Run 1, gate-type map:
Scale: 3 px per um.
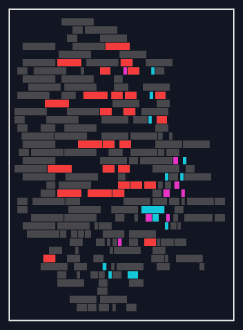
Run 1, sequential cells grouped by signal name:
Scale: 3 px per um. Other sequential cells in the stronger gray, the rest of the logic in the fainter gray.
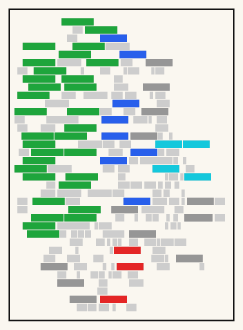
Run 1, ports around the boundary:
Scale: 4 px per um. Pins as bars across the die edge, other pins in gray.
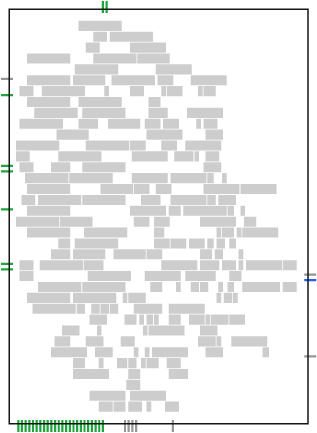
### src/rtl/port_uart_tx.sv
// FIFO-buffered UART transmitter fed by a processor port write strobe (8N1 frames).
// Define PORT_UART_TX_PARITY_EN to insert an even-parity bit before the stop bit (8E1).
//
// state  | meaning
// IDLE   | line high, not busy; pops the head byte as soon as the FIFO is non-empty
// START  | start bit (low) for CLKS_PER_BIT cycles
// DATA   | 8 data bits LSB first, CLKS_PER_BIT cycles each
// PARITY | even parity of the data byte (parity build only)
// STOP   | stop bit (high); pops straight into START when more bytes are queued
`timescale 1ns/1ps
module port_uart_tx #(
    parameter int CLKS_PER_BIT = 16,
    parameter int FIFO_DEPTH   = 4
) (
    input  logic        clk,
    input  logic        reset,
    input  logic        WrStrobe,
    input  logic [31:0] WrData,
    input  logic        ClearOvf,
    output logic        TxSerial,
    output logic        Busy,
    output logic        Full,
    output logic        Empty,
    output logic        Overflow
);
    localparam int AW = $clog2(FIFO_DEPTH);
    localparam int TW = $clog2(CLKS_PER_BIT);
    localparam logic [TW-1:0] T_LAST   = TW'(CLKS_PER_BIT - 1);
    localparam logic [AW:0]   CNT_FULL = (AW + 1)'(FIFO_DEPTH);

    typedef enum logic [2:0] {
        IDLE,
        START,
        DATA,
`ifdef PORT_UART_TX_PARITY_EN
        PARITY,
`endif
        STOP
    } state_t;

    state_t          state, state_n;
    logic [7:0]      mem [FIFO_DEPTH];
    logic [AW-1:0]   wr_ptr, rd_ptr;
    logic [AW:0]     count;
    logic [TW-1:0]   timer;
    logic [2:0]      bit_idx;
    logic [7:0]      shreg;
    logic            tx_q, tx_n, busy_q, ovf_q;
    logic            push, drop, pop, tick;
`ifdef PORT_UART_TX_PARITY_EN
    logic            parity_q;
`endif

    // Only the low byte of the port word goes on the line.
    logic unused_wr_hi;
    assign unused_wr_hi = ^WrData[31:8];

    assign push     = WrStrobe && !Full;
    assign drop     = WrStrobe && Full;
    assign tick     = (timer == T_LAST);
    assign Full     = (count == CNT_FULL);
    assign Empty    = (count == '0);
    assign TxSerial = tx_q;
    assign Busy     = busy_q;
    assign Overflow = ovf_q;

    always_ff @(posedge clk) begin
        if (push) mem[wr_ptr] <= WrData[7:0];
    end

    // A write against a full FIFO is dropped even if a pop frees a slot that same cycle.
    always_ff @(posedge clk or negedge reset) begin
        if (!reset) begin
            wr_ptr <= '0;
            rd_ptr <= '0;
            count  <= '0;
            ovf_q  <= 1'b0;
        end else begin
            if (push) wr_ptr <= wr_ptr + 1'b1;
            if (pop)  rd_ptr <= rd_ptr + 1'b1;
            case ({push, pop})
                2'b10:   count <= count + 1'b1;
                2'b01:   count <= count - 1'b1;
                default: count <= count;
            endcase
            if (drop)          ovf_q <= 1'b1;
            else if (ClearOvf) ovf_q <= 1'b0;
        end
    end

    always_comb begin
        state_n = state;
        pop     = 1'b0;
        tx_n    = 1'b1;
        case (state)
            IDLE: begin
                if (!Empty) begin
                    pop     = 1'b1;
                    state_n = START;
                end
            end
            START: begin
                tx_n = 1'b0;
                if (tick) state_n = DATA;
            end
            DATA: begin
                tx_n = shreg[0];
                if (tick && bit_idx == 3'd7) begin
`ifdef PORT_UART_TX_PARITY_EN
                    state_n = PARITY;
`else
                    state_n = STOP;
`endif
                end
            end
`ifdef PORT_UART_TX_PARITY_EN
            PARITY: begin
                tx_n = parity_q;
                if (tick) state_n = STOP;
            end
`endif
            STOP: begin
                if (tick) begin
                    if (!Empty) begin
                        pop     = 1'b1;
                        state_n = START;
                    end else begin
                        state_n = IDLE;
                    end
                end
            end
            default: state_n = IDLE;
        endcase
    end

    // Line and Busy are registered so the serial output is glitch-free and both move together.
    always_ff @(posedge clk or negedge reset) begin
        if (!reset) begin
            state   <= IDLE;
            timer   <= '0;
            bit_idx <= '0;
            shreg   <= '0;
            tx_q    <= 1'b1;
            busy_q  <= 1'b0;
`ifdef PORT_UART_TX_PARITY_EN
            parity_q <= 1'b0;
`endif
        end else begin
            state  <= state_n;
            tx_q   <= tx_n;
            busy_q <= (state != IDLE);
            if (state == IDLE || tick) timer <= '0;
            else                       timer <= timer + 1'b1;
            if (pop) begin
                shreg   <= mem[rd_ptr];
                bit_idx <= '0;
`ifdef PORT_UART_TX_PARITY_EN
                parity_q <= ^mem[rd_ptr];
`endif
            end else if (state == DATA && tick) begin
                shreg   <= {1'b0, shreg[7:1]};
                bit_idx <= bit_idx + 1'b1;
            end
        end
    end
endmodule

### config.mk
export PLATFORM = sky130hd
export DESIGN_NAME = port_uart_tx
export DESIGN_NICKNAME = d
export VERILOG_FILES = /design/src/rtl/port_uart_tx.sv
export SDC_FILE = /design/constraint.sdc
export NUM_CORES = 1
export LEC_CHECK = 0
export CORE_ASPECT_RATIO = 1.4
export CORE_MARGIN = 1
export CORE_UTILIZATION = 35
export DETAILED_ROUTE_END_ITERATION = 8
export GPL_TIMING_DRIVEN = 0
export SYNTH_ARGS = -nofsm -noshare
export SYNTH_HDL_FRONTEND = slang
export SYNTH_SLANG_ARGS = --single-unit
### constraint.sdc
create_clock -name clk -period 3.59 [get_ports clk]
set_clock_uncertainty 0.15 [all_clocks]
set_input_delay 0.8975 -clock clk [delete_from_list [all_inputs] [get_ports clk]]
set_output_delay 0.8975 -clock clk [all_outputs]
set_load 0.05 [all_outputs]
==> impl_metrics.csv, run 1 <==
group,metric,value,unit
min_path,holdPathStages,1,
routing,vias_per_cell,4.57,
min_path,hp-start,"timer[0]",
clock_tree,cts_buffers,9,
global_routing,antenna_found_initial,0,
clock_tree,htree_levels,3,
cells_and_area,fin_area,3090,um2
global_routing,grt_max_degree,28,
routing,drc,0,
global_routing,gr-total-overflow,0,
synth,top_cells_by_count,"edfxtp_1, dfrtp_1, mux2_2",
timing,slew_headroom,0.588,
cells_and_area,nets,236,
min_path,min_to,"timer[0]",
synth,syn_area_per_cell,16.0,um2
synth,top_area_frac,0.375,
routing,vias,1311,
power_and_ir_drop,power_density,863,nW/um2
min_path,min_path_type,"flip-flop to flip-flop",
timing,slew_violations,0,
global_routing,use_met1,0.141,
clock_tree,cts-root-buf,"clkbuf_8",
setup_path,r2r_slack,0.79,ns
synth,synth-simple-area-share,0.0596,
power_and_ir_drop,p_leak,1.24,nW
synth,most_common_cell,"edfxtp_1",
synth,edf_count,32,
global_routing,grt_use_met3,0.0378,
synth,yosysTopAreaCell,"edfxtp_1",
job,warning_count,56,
timing,rsz0062_at_grt,"false",
cells_and_area,nFillCells,694,
clock_tree,cts_hold_buf,0,
power_and_ir_drop,power.internal,1.82,mW
placed_design,place.gp.congestion,0.664,
timing,setup_viol,0,
setup_path,arrival,2.10,ns
power_and_ir_drop,pwr-share-comb,0.327,
job,drv_cap,0,
synth,aoi_share,0.0244,
power_and_ir_drop,p_sw,0.843,mW
clock_tree,cts.sinks,59,
synth,async_flop_share,0.458,
power_and_ir_drop,power.share.sequential,0.395,
placed_design,dp.final_hpwl,2610,um
timing,hold_viol,0,
setup_path,cp.required,2.54,ns
routing,drtAntennaViolNets,0,
setup_path,r2r_start,"state[0]",
cells_and_area,antenna_cells,0,
clock_tree,insertion_delay,0.33,ns
clock_tree,clock_path_buffers,2,
clock_tree,clk_pin_slew,0.07,ns
clock_tree,postCtsSetupBuffers,0,
timing,fmax,317,MHz
floorplan,row_count,36,
routing,firstDrtPassIters,4,
global_routing,busiest_layer,"met2",
setup_path,crit_family,"buffers and inverters",
synth,synth_flops,59,
synth,ys_top_logic_family,"multiplexers",
setup_path,slowest_delay,0.90,ns
setup_path,critical_path.startpoint,"count[1]",
global_routing,grt_first_pass_wirelength,6900,um
synth,yosys.stat.seqShare,0.639,
run_status,status,"complete, no violations",
synth,ys_sh_mux,0.152,
global_routing,grt_pass1_vias,1490,
synth,ys_warn_count,0,
routing,wl_per_cell,13.3,um
setup_path,worst-path-max-fanout,5,
synth,synthXorXnorAreaFrac,0.0308,
cells_and_area,drive_gt1_frac,0.245,
synth,topCellsByArea,"edfxtp_1, dfrtp_1, mux4_2",
floorplan,chip_area,7670,um2
synth,syn_area,2560,um2
synth,yosys_area,2560,um2
power_and_ir_drop,clkPwrFrac,0.278,
global_routing,grtUsageMet2,0.211,
routing,drt_iter0_markers,48,
timing,setup_tns,0,ns
routing,finalWirelength,3810,um
power_and_ir_drop,peakVddDrop,0.437,mV
clock_tree,cts_tree,"built",
## Picture notes: 'gate-type map'
mux cells: marked red, cells 27, most used mux2_2. nor cells: marked cyan, cells 12, most used nor2_1. nand cells: marked magenta, cells 8, most used nand2_1.
Comb area share: 0.277
Post-Layout Cell Count: 287
Commonest Layout Cell: edfxtp_1

## Picture notes: 'sequential cells grouped by signal name'
shreg: marked blue, flops 8. count: marked red, flops 3. timer: marked cyan, flops 4, where east. mem: marked green, flops 32.
post-layout util: 0.439
Storage cell area: 1640 um2

## Picture notes: 'ports around the boundary'
WrData: marked green, pins 32, direction input, edge 24 south, 6 west, 2 north. TxSerial: marked blue, pins 1, direction output, edge east.
All pins by edge: 29 south, 7 west, 3 east, 2 north.
chip height: 103 um
Die X-Extent: 74.3 um
I/O Buffers: 16

[run 1: flip-flops by register name (all words and copies together), names as in the netlist, 2 cells and up]
signal   count
bit_idx      3
count        3
mem         32
rd_ptr       2
shreg        8
state        2
timer        4
wr_ptr       2
[run 1: per-stage QoR]
stage,instances,setup WS (ns)
floorplan,160,0.965
global placement,271,0.546
detailed placement,271,0.544
CTS,287,0.400
global route,287,0.323
finish,287,0.439
[run 1: placed cells by master (no fill, tap or decap), types with 2 or more instances in the layout]
| cell | count |
|---|---|
| clkinv_4 | 3 |
| xnor2_1 | 3 |
| mux2i_1 | 3 |
| nand2_1 | 4 |
| edfxtp_1 | 32 |
| buf_2 | 3 |
| mux4_2 | 8 |
| inv_1 | 13 |
| ha_1 | 12 |
| clkbuf_8 | 9 |
| dfrtp_1 | 26 |
| xor2_1 | 6 |
| mux2_2 | 15 |
| and2_1 | 6 |
| o21ai_0 | 2 |
| nand3_1 | 2 |
| bufinv_16 | 3 |
| clkdlybuf4s50_1 | 15 |
| nor2_1 | 9 |
[run 1: power by group through the flow]
stage	registers, mW	clock network (mW)	logic [mW]
3_5_place_dp	1.07	0	0.887
3_3_place_gp	1.06	0	0.880
4_1_cts	1.05	0.764	0.891
5_1_grt	1.08	0.788	0.985
6_report	1.05	0.741	0.870
2_1_floorplan	1.09	0	0.635
[run 1: worst max-delay path by stage]
stage,slack [ns],cells past startpoint,to
4_1_cts,0.40,2,Empty
5_1_grt,0.32,2,Empty
2_1_floorplan,0.96,7,count[1]
6_report,0.44,2,Empty
3_5_place_dp,0.54,9,count[2]
3_3_place_gp,0.55,9,count[2]
[run 1: area by class of cell]
class | instances | area [um2] | area share
Multi-Input combinational cell | 84 | 855 | 0.277
Buffer | 4 | 21.3 | 0.00689
Inverter | 13 | 48.8 | 0.0158
Tap cell | 95 | 119 | 0.0385
Clock buffer | 9 | 124 | 0.0401
Sequential cell | 59 | 1640 | 0.531
Clock inverter | 7 | 125 | 0.0406
Timing Repair Buffer | 16 | 155 | 0.0503
[run 1: layer usage]
metal	routed length, um	share of wire
met1	1590	0.42
met2	2010	0.53
met3	134	0.035
met4	80	0.021
met5	0	0
[run 1: cells by family after synthesis]
kind of cell,Yosys count
DFF,59
buffers and inverters,17
xor gates and xnor gates,9
muxes,27
and+or+nand+nor,27
adders and majority gates,13
AOI/OAI and AO/OA,8
==> run 1 -> run 2 <==
--- a/config.mk
+++ b/config.mk
@@ -10,6 +10,7 @@
 export CORE_UTILIZATION = 35
 export DETAILED_ROUTE_END_ITERATION = 8
 export GPL_TIMING_DRIVEN = 0
+export REMOVE_ABC_BUFFERS = 1
 export SYNTH_ARGS = -nofsm -noshare
 export SYNTH_HDL_FRONTEND = slang
 export SYNTH_SLANG_ARGS = --single-unit
==> impl_metrics.csv, run 2 <==
group,metric,value,unit
synth,topCellsByArea,"edfxtp_1, dfrtp_1, mux4_2",
timing,fmax,320,MHz
routing,vias_per_cell,4.71,
placed_design,dp.final_hpwl,3080,um
global_routing,grt_pass1_vias,1521,
job,drv_cap,0,
routing,drtAntennaViolNets,0,
power_and_ir_drop,peakVddDrop,0.432,mV
cells_and_area,layout.cells.most_common,"edfxtp_1",
placed_design,placed_cells,267,
cells_and_area,largest_registers,"mem x32, shreg x8, timer x4",
cells_and_area,seq_area,1640,um2
timing,hold_viol,0,
synth,edf_count,32,
global_routing,busiest_layer,"met2",
cells_and_area,regMostFlops,"mem",
clock_tree,cts.sinks,59,
timing,rsz0062_at_grt,"false",
synth,ys_top_logic_family,"multiplexers",
setup_path,cp.required,3.69,ns
min_path,hp-start,"timer[0]",
synth,ys_sh_mux,0.152,
routing,wl_per_cell,15.1,um
setup_path,arrival,3.23,ns
floorplan,chipHeight,103,um
synth,async_flop_share,0.458,
synth,yosys_area,2560,um2
synth,syn_area,2560,um2
global_routing,grt_max_degree,28,
synth,aoi_share,0.0244,
synth,yosys.stat.seqShare,0.639,
synth,synth-simple-area-share,0.0596,
cells_and_area,logic_area,855,um2
synth,ys_warn_count,0,
cells_and_area,drive_gt1_frac,0.234,
setup_path,worst-path-max-fanout,13,
global_routing,grt_use_met3,0.0397,
floorplan,row_count,36,
routing,vias,1334,
routing,finalWirelength,4260,um
timing,setup_tns,0,ns
timing,setup_viol,0,
routing,firstDrtPassIters,4,
clock_tree,htree_levels,3,
cells_and_area,antenna_cells,0,
global_routing,grt_first_pass_wirelength,7440,um
synth,synth_flops,59,
floorplan,die_w,74.3,um
synth,yosysTopAreaCell,"edfxtp_1",
global_routing,gr-total-overflow,0,
min_path,min_to,"timer[0]",
timing,slew_headroom,0.430,
run_status,status,"complete, no violations",
cells_and_area,utilization,0.433,
clock_tree,cts_buffers,9,
power_and_ir_drop,power_density,857,nW/um2
job,warning_count,55,
placed_design,port_buffers,16,
floorplan,chip_area,7670,um2
cells_and_area,nFillCells,658,
setup_path,r2r_start,"state[0]",
power_and_ir_drop,p_leak,1.21,nW
routing,drc,0,
clock_tree,cts_tree,"built",
cells_and_area,nets,232,
clock_tree,postCtsSetupBuffers,0,
-- run 2: per-layer routing --
| layer | part of all wire | vias up |
|---|---|---|
| met1 | 0.38 | 675 |
| met5 | 0 | - |
| met2 | 0.56 | 19 |
| met3 | 0.032 | 12 |
| li1 | - | 628 |
| met4 | 0.028 | 0 |
-- run 2: cell families (layout without fill, tap and decap cells) --
logic type      count (synthesis)  in the layout
flops                          59             59
mux                            27             27
simple gates                   27             27
buf+inv                        17             45
fa+ha+maj                      13             13
xor+xnor                        9              9
compound gates                  8              8
-- run 2: layout make-up --
cell class / instances / share of cell area
Timing Repair Buffer: 16 / 0.0510
Clock inverter: 7 / 0.0333
Sequential cell: 59 / 0.539
Inverter: 13 / 0.0160
Clock buffer: 9 / 0.0407
Multi-Input combinational cell: 84 / 0.281
Tap cell: 95 / 0.0391
-- run 2: worst max-delay path: stages, from the launching register on --
cell and delay [ns]:
dfrtp_1 0.42, inv_1 0.10, ha_1 0.27, a31oi_1 0.13, nor4_4 0.75, ha_1 0.33
inv_1 0.08, fa_1 0.38, xor2_1 0.15, nor2_1 0.12, xor2_1 0.16
-- run 2: report_power, final --
part           leakage [nW]  switching [mW]  internal, mW
logic                 0.478           0.423         0.401
clock network         0.106           0.278         0.395
registers             0.622           0.167         0.943
total                  1.21           0.868          1.74
-- run 2: metrics by stage --
stage	hold slack, ns	worst slack, ns	instance area, um2
2_1_floorplan	0.280	0.884	2540
3_3_place_gp	0.296	0.595	2820
3_5_place_dp	0.307	0.469	2820
4_1_cts	0.316	0.430	3050
5_1_grt	0.365	0.247	3040
6_report	0.323	0.467	3040
-- run 2: worst max path at each step --
stage | startpoint | to | slack [ns] | cells past startpoint
2_1_floorplan | state[0] | count[2] | 0.88 | 9
3_3_place_gp | WrStrobe | count[1] | 0.59 | 7
3_5_place_dp | state[0] | count[2] | 0.47 | 10
4_1_cts | state[0] | count[2] | 0.43 | 10
5_1_grt | state[0] | count[2] | 0.25 | 10
6_report | state[0] | count[2] | 0.47 | 10
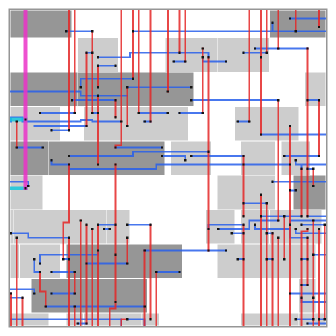
Run 2: close-up of the layout
Window x 25 to 50, y 18 to 43 um. Cells in gray, sequential cells in the stronger gray; small squares are vias.
metal 1: marked blue. metal 2: marked red. metal 4: marked magenta. metal 3: marked cyan.
Netlist names of flops here include count (2), rd_ptr (2). Most frequent: dfrtp_1 (4). Sequential cells in the window: 4. 22 logic cells have their middle in the window.

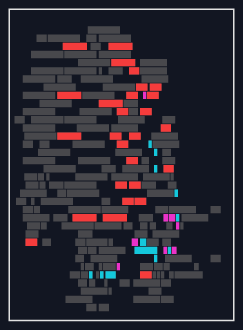
Run 2: gate-type map
Scale: 3 px per um.
nor cells: marked cyan, cells 12, most used nor2_1. nand cells: marked magenta, cells 8, most used nand2_1. mux cells: marked red, cells 27, most used mux2_2.
Comb area share: 0.281
Post-Layout Cell Count: 283

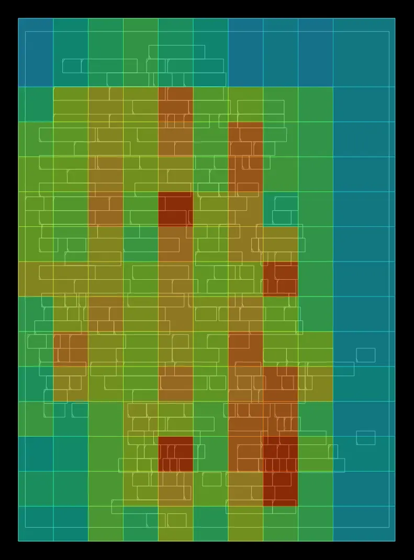
Run 2: congestion heat map
met1 Resource Use GR: 0.147
met2 Use GR: 0.239

==> run 2 -> run 3 <==
--- a/config.mk
+++ b/config.mk
@@ -7,9 +7,11 @@
 export LEC_CHECK = 0
 export CORE_ASPECT_RATIO = 1.4
 export CORE_MARGIN = 1
-export CORE_UTILIZATION = 35
+export CORE_UTILIZATION = 47
+export CTS_CLUSTER_DIAMETER = 200
 export DETAILED_ROUTE_END_ITERATION = 8
 export GPL_TIMING_DRIVEN = 0
+export PLACE_DENSITY = 0.71
 export REMOVE_ABC_BUFFERS = 1
 export SYNTH_ARGS = -nofsm -noshare
 export SYNTH_HDL_FRONTEND = slang
==> constraint.sdc (replaced) <==
create_clock -name clk -period 3.59 [get_ports clk]
set_clock_uncertainty 0.15 [all_clocks]
set_input_delay 0.8975 -clock clk [delete_from_list [all_inputs] [get_ports clk]]
set_output_delay 0.8975 -clock clk [all_outputs]
set_load 0.1 [all_outputs]
==> impl_metrics.csv, run 3 <==
group,metric,value,unit
clock_tree,clk_pin_slew,0.06,ns
clock_tree,cts.sinks,59,
power_and_ir_drop,power.share.sequential,0.428,
synth,top_cells_by_count,"edfxtp_1, dfrtp_1, mux2_2",
synth,synth_flops,59,
clock_tree,cts_tree,"built",
power_and_ir_drop,peakVddDrop,0.508,mV
synth,async_flop_share,0.458,
routing,routed.top_layer,"met4",
cells_and_area,nFillCells,436,
job,drv_cap,0,
timing,rsz0062_at_grt,"false",
routing,drc,0,
routing,vias,1335,
cells_and_area,layout.cells.most_common,"edfxtp_1",
cells_and_area,largest_reg_flops,32,
min_path,min_path_type,"flip-flop to flip-flop",
setup_path,cp.required,2.54,ns
placed_design,place.gp.congestion,0.779,
setup_path,arrival,2.41,ns
global_routing,gr-total-overflow,0,
synth,yosys.stat.seqShare,0.639,
routing,finalWirelength,4060,um
routing,wl_met1,1600,um
clock_tree,cts_buffers,9,
timing,slew_headroom,0.355,
global_routing,grt_max_degree,28,
global_routing,grt_pass1_vias,1451,
routing,drtAntennaViolNets,0,
synth,syn_area_per_cell,16.0,um2
synth,yosysTopAreaCell,"edfxtp_1",
cells_and_area,nets,232,
placed_design,place_area,2780,um2
power_and_ir_drop,netSwitchingFraction,0.360,
cells_and_area,logic_area,855,um2
timing,setup_tns,0,ns
placed_design,place_ws,0.491,ns
routing,wl_met3,184,um
synth,ys_warn_count,0,
timing,hold_viol,0,
power_and_ir_drop,p_sw,0.933,mW
min_path,holdPathStages,1,
cells_and_area,final_layout_top_logic_cells,"edfxtp_1, dfrtp_1, mux2_2, clkdlybuf4s50_1, inv_1",
placed_design,placed_cells,238,
power_and_ir_drop,clkPwrFrac,0.217,
synth,topCellsByArea,"edfxtp_1, dfrtp_1, mux4_2",
power_and_ir_drop,power_density,875,nW/um2
power_and_ir_drop,power.internal,1.66,mW
clock_tree,htree_levels,3,
timing,fmax,289,MHz
routing,wl_per_cell,16.0,um
run_status,status,"complete, no violations",
cells_and_area,drive_gt1_frac,0.223,
cells_and_area,regMostFlops,"mem",
cells_and_area,antenna_cells,0,
cells_and_area,fin_area,2960,um2
synth,yosys_area,2560,um2
clock_tree,insertion_delay,0.33,ns
synth,syn_area,2560,um2
placed_design,dp.final_hpwl,2860,um
routing,met2_length,2250,um
setup_path,worst-path-max-fanout,5,
timing,hold_slack,0.315,ns
clock_tree,postCtsSetupBuffers,0,
routing,firstDrtPassIters,4,
timing,setup_ws,0.129,ns
==> run 3: netlist changes by cell type in the layout (fill, tap and decap cells not counted), sizes merged <==
cell / change
bufinv: -1
inv: -1
clkinv: +2
clkinvlp: -1
clkbuf: +1
==> run 3: power groups by stage <==
stage	logic [mW]	registers, mW	clock network, mW
3_3_place_gp	0.884	1.11	0
3_5_place_dp	0.934	1.13	0
4_1_cts	0.935	1.11	0.576
2_1_floorplan	0.625	1.19	0
6_report	0.920	1.11	0.562
5_1_grt	1.00	1.14	0.608
==> run 3: worst paths after layout <==
check                      startpoint        to  slack, ns
setup reg to reg             state[0]  count[2]       0.50
hold reg to reg              timer[0]  timer[0]       0.32
min in group asynchronous       reset  count[1]       0.42
hold / removal               timer[0]  timer[0]       0.32
setup / recovery             count[0]     Empty       0.13
max in group asynchronous       reset  shreg[3]       2.47
==> run 3: cell type report <==
cell class                 count  share of cell area
sequential                    59               0.553
multi-input combinational     84               0.288
timing repair buffer          16              0.0524
clock buffer                  10              0.0431
tap                           66              0.0279
clock inverter                 6              0.0190
inverter                      13              0.0165
==> run 3: worst max-delay path: stages (launching register included) <==
cell and delay [ns]:
dfrtp_1 0.44, nor3_2 0.42, clkdlybuf4s50_1 1.22
==> run 3: layer usage <==
metal / vias to the layer above / track usage
li1: 622 / -
met1: 681 / 0.178
met2: 30 / 0.286
met3: 2 / 0.0638
met4: 0 / 0.0909
met5: - / 0
==> run 3: logic make-up after synthesis <==
group / share of synthesized area
flip-flops: 0.639
AND/OR/NAND/NOR: 0.0596
buffers and inverters: 0.0273
AND-OR/OR-AND: 0.0244
multiplexers: 0.152
XOR/XNOR: 0.0308
adder cells (fa/ha/maj): 0.0664
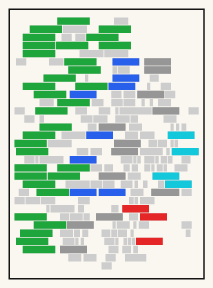
Run 3: sequential cells grouped by signal name
Scale: 3 px per um. Other sequential cells in the stronger gray, the rest of the logic in the fainter gray.
timer: marked cyan, flops 4, where east. count: marked red, flops 3. mem: marked green, flops 32. shreg: marked blue, flops 8.
Another 12 sequential cells are not colored.
post-layout util: 0.570
Sequential Power: 1.11 mW

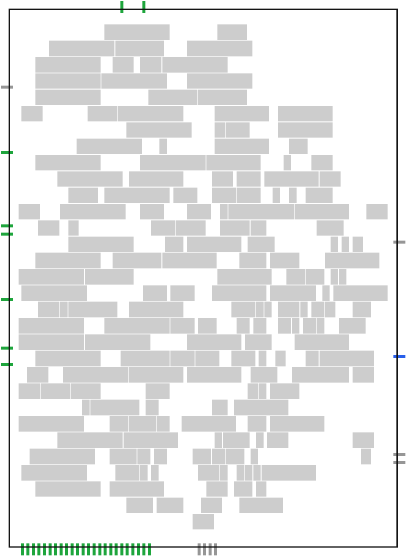
Run 3: ports around the boundary
Scale: 6 px per um. Pins as bars across the die edge, other pins in gray.
TxSerial: marked blue, pins 1, direction output, edge east. WrData: marked green, pins 32, direction input, edge 24 south, 6 west, 2 north.
All pins by edge: 28 south, 7 west, 4 east, 2 north.
Die X-Extent: 64.4 um
chip height: 89.4 um

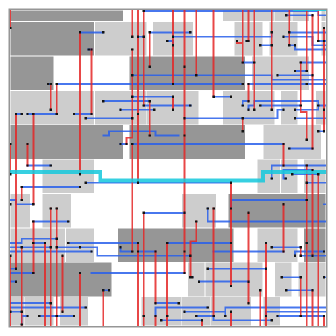
Run 3: close-up of the layout
Window x 20 to 45, y 14 to 39 um. Cells in gray, sequential cells in the stronger gray; small squares are vias.
metal 1: marked blue. metal 2: marked red. metal 3: marked cyan.
Netlist names of flops here include shreg (2). Most frequent: dfrtp_1 (6), and2_1 (5). Sequential cells in the window: 7. 36 logic cells have their middle in the window.

Power is estimated from default activity; no workload was simulated.
